### src/rtl/game_pkg.sv
// Shared types and constants for the game flow sequencer and the blocks that follow it.
package game_pkg;

  typedef enum logic [2:0] {
    IDLE,
    READY,
    PLAY,
    HIT_FREEZE,
    LEVEL_DONE,
    GAME_OVER,
    WIN
  } game_st_t;

  localparam int SCREEN_W = 640;
  localparam int SCREEN_H = 480;

  localparam int LIVES_INIT_DEF        = 3;
  localparam int LEVELS_DEF            = 4;
  localparam int READY_FRAMES_DEF      = 90;
  localparam int HIT_FREEZE_FRAMES_DEF = 60;

  function automatic int max_int(input int a, input int b);
    return (a > b) ? a : b;
  endfunction

endpackage

### src/rtl/game_flow_ctrl_if.sv
// Frame/collision inputs and flow-control outputs shared between the sequencer and its neighbours.
interface game_flow_ctrl_if #(
    parameter int BUB_CNT_W = 4
);
    logic                 startOfFrame;
    logic                 startKey;
    logic                 charHit;
    logic [BUB_CNT_W-1:0] bubblesLeft;

    logic       levelStart;
    logic       gameActive;
    logic       freeze;
    logic [2:0] level;
    logic [1:0] lives;
    logic       gameOver;
    logic       win;

    // master drives the frame/key/collision side; slave is the sequencer itself
    modport master (
        output startOfFrame, startKey, charHit, bubblesLeft,
        input  levelStart, gameActive, freeze, level, lives, gameOver, win
    );

    modport slave (
        input  startOfFrame, startKey, charHit, bubblesLeft,
        output levelStart, gameActive, freeze, level, lives, gameOver, win
    );
endinterface

### src/rtl/game_flow_ctrl_frame_timer.sv
// Frame counter for the freeze phases; done flags the frame pulse that completes the count.
module frame_timer #(
    parameter int CNT_W = 7
) (
    input  logic             clk,
    input  logic             resetN,
    input  logic             clear,
    input  logic             enable,
    input  logic             startOfFrame,
    input  logic [CNT_W-1:0] target,   // last count value, i.e. frames - 1
    output logic             done
);
    logic [CNT_W-1:0] cnt;

    always_ff @(posedge clk or negedge resetN) begin
        if (!resetN)
            cnt <= '0;
        else if (clear)
            cnt <= '0;
        else if (enable && startOfFrame)
            cnt <= cnt + 1'b1;
    end

    assign done = enable && startOfFrame && (cnt == target);
endmodule

### src/rtl/game_flow_ctrl.sv
// Game sequencer: pre-game, play, hit/level freezes and end screens; tracks lives and level.
module game_flow_ctrl
    import game_pkg::*;
#(
    parameter int LIVES_INIT        = LIVES_INIT_DEF,
    parameter int LEVELS            = LEVELS_DEF,
    parameter int READY_FRAMES      = READY_FRAMES_DEF,
    parameter int HIT_FREEZE_FRAMES = HIT_FREEZE_FRAMES_DEF,
    parameter int BUB_CNT_W         = 4
) (
    input  logic            clk,
    input  logic            resetN,
    game_flow_ctrl_if.slave bus
);
    localparam int FRAMES_MAX = max_int(READY_FRAMES, HIT_FREEZE_FRAMES);
    localparam int CNT_W      = (FRAMES_MAX > 1) ? $clog2(FRAMES_MAX) : 1;

    game_st_t   state, state_next;
    logic [1:0] lives_q, lives_next;
    logic [2:0] level_q, level_next;
    logic       key_d, key_rise;
    logic       level_start_q;
    logic       timer_clear, timer_en, timer_done;
    logic [CNT_W-1:0] timer_target;
    logic       bubs_empty;

    assign key_rise   = bus.startKey & ~key_d;
    assign bubs_empty = (bus.bubblesLeft == {BUB_CNT_W{1'b0}});

    assign timer_en     = (state == READY) || (state == HIT_FREEZE);
    assign timer_clear  = (state_next != state);
    assign timer_target = (state == READY) ? CNT_W'(READY_FRAMES - 1)
                                           : CNT_W'(HIT_FREEZE_FRAMES - 1);

    frame_timer #(.CNT_W(CNT_W)) u_timer (
        .clk          (clk),
        .resetN       (resetN),
        .clear        (timer_clear),
        .enable       (timer_en),
        .startOfFrame (bus.startOfFrame),
        .target       (timer_target),
        .done         (timer_done)
    );

    // NOTE: every always_comb output gets a default first so no path infers a latch.
    always_comb begin
        state_next = state;
        lives_next = lives_q;
        level_next = level_q;
        unique case (state)
            IDLE: if (key_rise) begin
                lives_next = 2'(LIVES_INIT);
                level_next = '0;
                state_next = READY;
            end
            READY: if (timer_done) state_next = PLAY;
            PLAY: begin
                // a hit wins over a simultaneously emptied field
                if (bus.charHit) begin
                    lives_next = (lives_q == 2'd0) ? 2'd0 : lives_q - 2'd1;
                    state_next = HIT_FREEZE;
                end else if (bubs_empty) begin
                    state_next = LEVEL_DONE;
                end
            end
            HIT_FREEZE: if (timer_done)
                state_next = (lives_q == 2'd0) ? GAME_OVER : READY;
            LEVEL_DONE: begin
                if (level_q == 3'(LEVELS - 1)) begin
                    state_next = WIN;
                end else begin
                    level_next = level_q + 3'd1;
                    state_next = READY;
                end
            end
            GAME_OVER, WIN: if (key_rise) state_next = IDLE;
            default: state_next = IDLE;
        endcase
    end

    always_ff @(posedge clk or negedge resetN) begin
        if (!resetN) begin
            state         <= IDLE;
            lives_q       <= 2'(LIVES_INIT);
            level_q       <= '0;
            key_d         <= 1'b0;
            level_start_q <= 1'b0;
        end else begin
            state         <= state_next;
            lives_q       <= lives_next;
            level_q       <= level_next;
            key_d         <= bus.startKey;
            level_start_q <= (state_next == READY) && (state != READY);
        end
    end

    assign bus.levelStart = level_start_q;
    assign bus.gameActive = (state == PLAY);
    assign bus.freeze     = (state == READY) || (state == HIT_FREEZE);
    assign bus.level      = level_q;
    assign bus.lives      = lives_q;
    assign bus.gameOver   = (state == GAME_OVER);
    assign bus.win        = (state == WIN);
endmodule

### src/flat_wrapper.sv
// flat-port wrapper written by rule: the top's interface ports become plain ports
module game_flow_ctrl_flat import game_pkg::*;
#(
    parameter int LIVES_INIT        = LIVES_INIT_DEF,
    parameter int LEVELS            = LEVELS_DEF,
    parameter int READY_FRAMES      = READY_FRAMES_DEF,
    parameter int HIT_FREEZE_FRAMES = HIT_FREEZE_FRAMES_DEF,
    parameter int BUB_CNT_W         = 4
)
  (clk, resetN, bus_startOfFrame, bus_startKey, bus_charHit, bus_bubblesLeft, bus_levelStart, bus_gameActive, bus_freeze, bus_level, bus_lives, bus_gameOver, bus_win);
  game_flow_ctrl_if #(.BUB_CNT_W(BUB_CNT_W)) bus_i ();
  input  logic clk;
  input  logic resetN;
  input wire logic [$bits(bus_i.startOfFrame)-1:0] bus_startOfFrame;
  input wire logic [$bits(bus_i.startKey)-1:0] bus_startKey;
  input wire logic [$bits(bus_i.charHit)-1:0] bus_charHit;
  input wire logic [$bits(bus_i.bubblesLeft)-1:0] bus_bubblesLeft;
  output wire logic [$bits(bus_i.levelStart)-1:0] bus_levelStart;
  output wire logic [$bits(bus_i.gameActive)-1:0] bus_gameActive;
  output wire logic [$bits(bus_i.freeze)-1:0] bus_freeze;
  output wire logic [$bits(bus_i.level)-1:0] bus_level;
  output wire logic [$bits(bus_i.lives)-1:0] bus_lives;
  output wire logic [$bits(bus_i.gameOver)-1:0] bus_gameOver;
  output wire logic [$bits(bus_i.win)-1:0] bus_win;
  assign bus_i.startOfFrame = bus_startOfFrame;
  assign bus_i.startKey = bus_startKey;
  assign bus_i.charHit = bus_charHit;
  assign bus_i.bubblesLeft = bus_bubblesLeft;
  assign bus_levelStart = bus_i.levelStart;
  assign bus_gameActive = bus_i.gameActive;
  assign bus_freeze = bus_i.freeze;
  assign bus_level = bus_i.level;
  assign bus_lives = bus_i.lives;
  assign bus_gameOver = bus_i.gameOver;
  assign bus_win = bus_i.win;
  game_flow_ctrl #(.LIVES_INIT(LIVES_INIT), .LEVELS(LEVELS), .READY_FRAMES(READY_FRAMES), .HIT_FREEZE_FRAMES(HIT_FREEZE_FRAMES), .BUB_CNT_W(BUB_CNT_W)) u_core (.clk(clk), .resetN(resetN), .bus(bus_i));
endmodule
### config.mk
export PLATFORM = sky130hd
export DESIGN_NAME = game_flow_ctrl_flat
export DESIGN_NICKNAME = d
export VERILOG_FILES = /design/src/rtl/game_pkg.sv /design/src/rtl/game_flow_ctrl_if.sv /design/src/rtl/game_flow_ctrl_frame_timer.sv /design/src/rtl/game_flow_ctrl.sv /design/src/flat_wrapper.sv
export SDC_FILE = /design/constraint.sdc
export NUM_CORES = 1
export LEC_CHECK = 0
export CORE_MARGIN = 10
export CORE_UTILIZATION = 51
export DETAILED_ROUTE_END_ITERATION = 16
export PLACE_DENSITY = 0.77
export SKIP_LAST_GASP = 1
export SLEW_MARGIN = 20
export SYNTH_ARGS = -nofsm -noshare
export SYNTH_HDL_FRONTEND = slang
export SYNTH_SLANG_ARGS = --single-unit
### constraint.sdc
create_clock -name clk -period 1.86 [get_ports clk]
set_input_delay 0.372 -clock clk [delete_from_list [all_inputs] [get_ports clk]]
set_output_delay 0.372 -clock clk [all_outputs]
set_load 0.05 [all_outputs]
==> results.py <==
# Generated from Yosys and OpenROAD reports
metrics = {
    "flow_run": {
        "maxCapViolCount": 0,
    },
    "placement": {
        "port_buffers": 18,
    },
    "synth": {
        "ys_area_um2": 1091,
        "synth-xor-area-share_pct": 5.619,
        "yosys.area_share.simple_pct": 30.62,
        "ys_cells": 128,
        "yosys.cell_count.top_type": "nand2_1",
        "adder_share_pct": 3.440,
    },
    "timing": {
        "fin_crit_sh_pct": 98.35,
        "holdWs_ps": 315.2,
        "report.final.slew_viol_count": 0,
        "rsz0062_at_grt": "true",
    },
    "floorplanning": {
        "fp.coreArea_um2": 2002,
    },
    "layout": {
        "syn_to_final_growth_pct": 40.71,
        "design_area_um2": 1535,
    },
    "worst_setup_path": {
        "crit_family": "buffers and inverters",
        "cp_slowest_cell": "dfrtp_2",
        "reg2reg_from": "u_core.state[2]",
        "path_class": "flip-flop to output pin",
        "cp_max_fo": 15,
        "end_kind": "output pin",
    },
    "run_status": {
        "status": "completed",
    },
    "power": {
        "vdd_ir_drop_max_mv": 1.215,
        "power_frac_clock_pct": 9.8,
        "leakage_nw": 0.6455,
        "p_switching_mw": 1.026,
    },
    "drt": {
        "avgRoutedWirePerCell_um": 15.38,
        "firstDrtPassIters": 4,
    },
    "global_routing": {
        "grt_pass1_vias": 1007,
    },
}
final cells by class:
type                    count  area (µm²)  area share, %
flip-flops and latches     17       431.7          28.12
multi-input cells         102       668.1          43.52
well taps                  27       33.78          2.200
repair buffers             37       359.1          23.39
clock buffers               3       22.52          1.467
inverters                   3       15.01         0.9780
clock inverters             1       5.005         0.3260
timing repair:
action,in CTS,in global routing
buffers inserted,0,7
gates cloned,0,0
gates resized,0,11
pin swaps,0,2
setup endpoints to repair,1,9
worst register-to-register path, delay by kind of cell, from the launching register on:
| family | cells | cell delay [ps] |
|---|---|---|
| AND-OR/OR-AND | 2 | 530 |
| flip-flops | 1 | 470 |
| multiplexers | 1 | 290 |
| AND/OR/NAND/NOR | 2 | 370 |
The metal 1 layer:
Scale bar: 20 µm. Supply wires on this layer in grey.
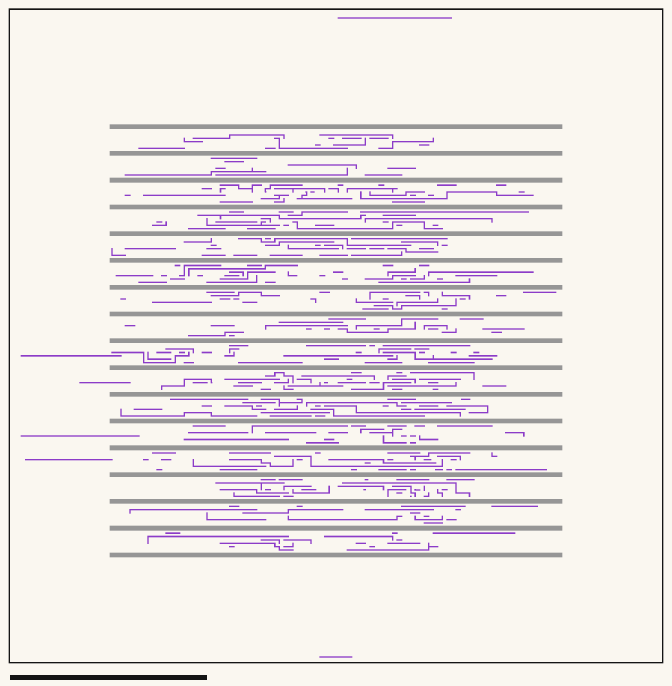
main direction: horizontal
share of all routed wire: 43%
via count: 1,125
wirelength, routed: 2.922 mm
grt met1 use: 18.04%

Met2 routing:
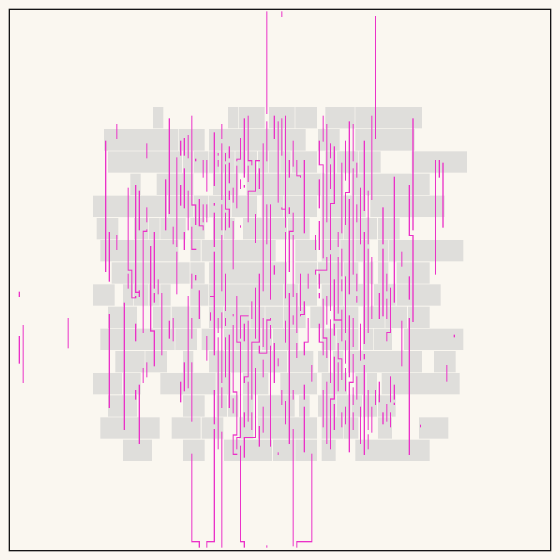
wire length on this layer: 1,350 µm
longest straight run: 18.4 µm
nets with wire on the layer: 153
met2 usage: 18.54%

M3 wires:
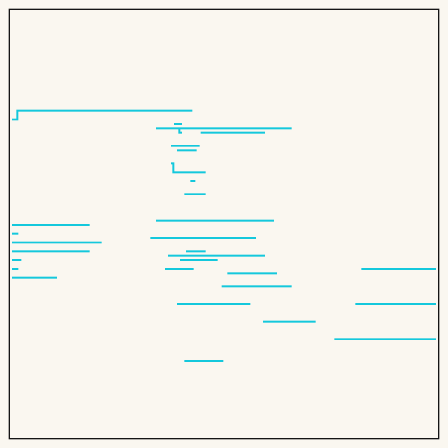
longest straight run: 26.9 µm
wire length on this layer: 267 µm
main direction: horizontal
met3 usage: 5.085%

Power figures rest on the tool's default switching activity, not on a simulated workload.
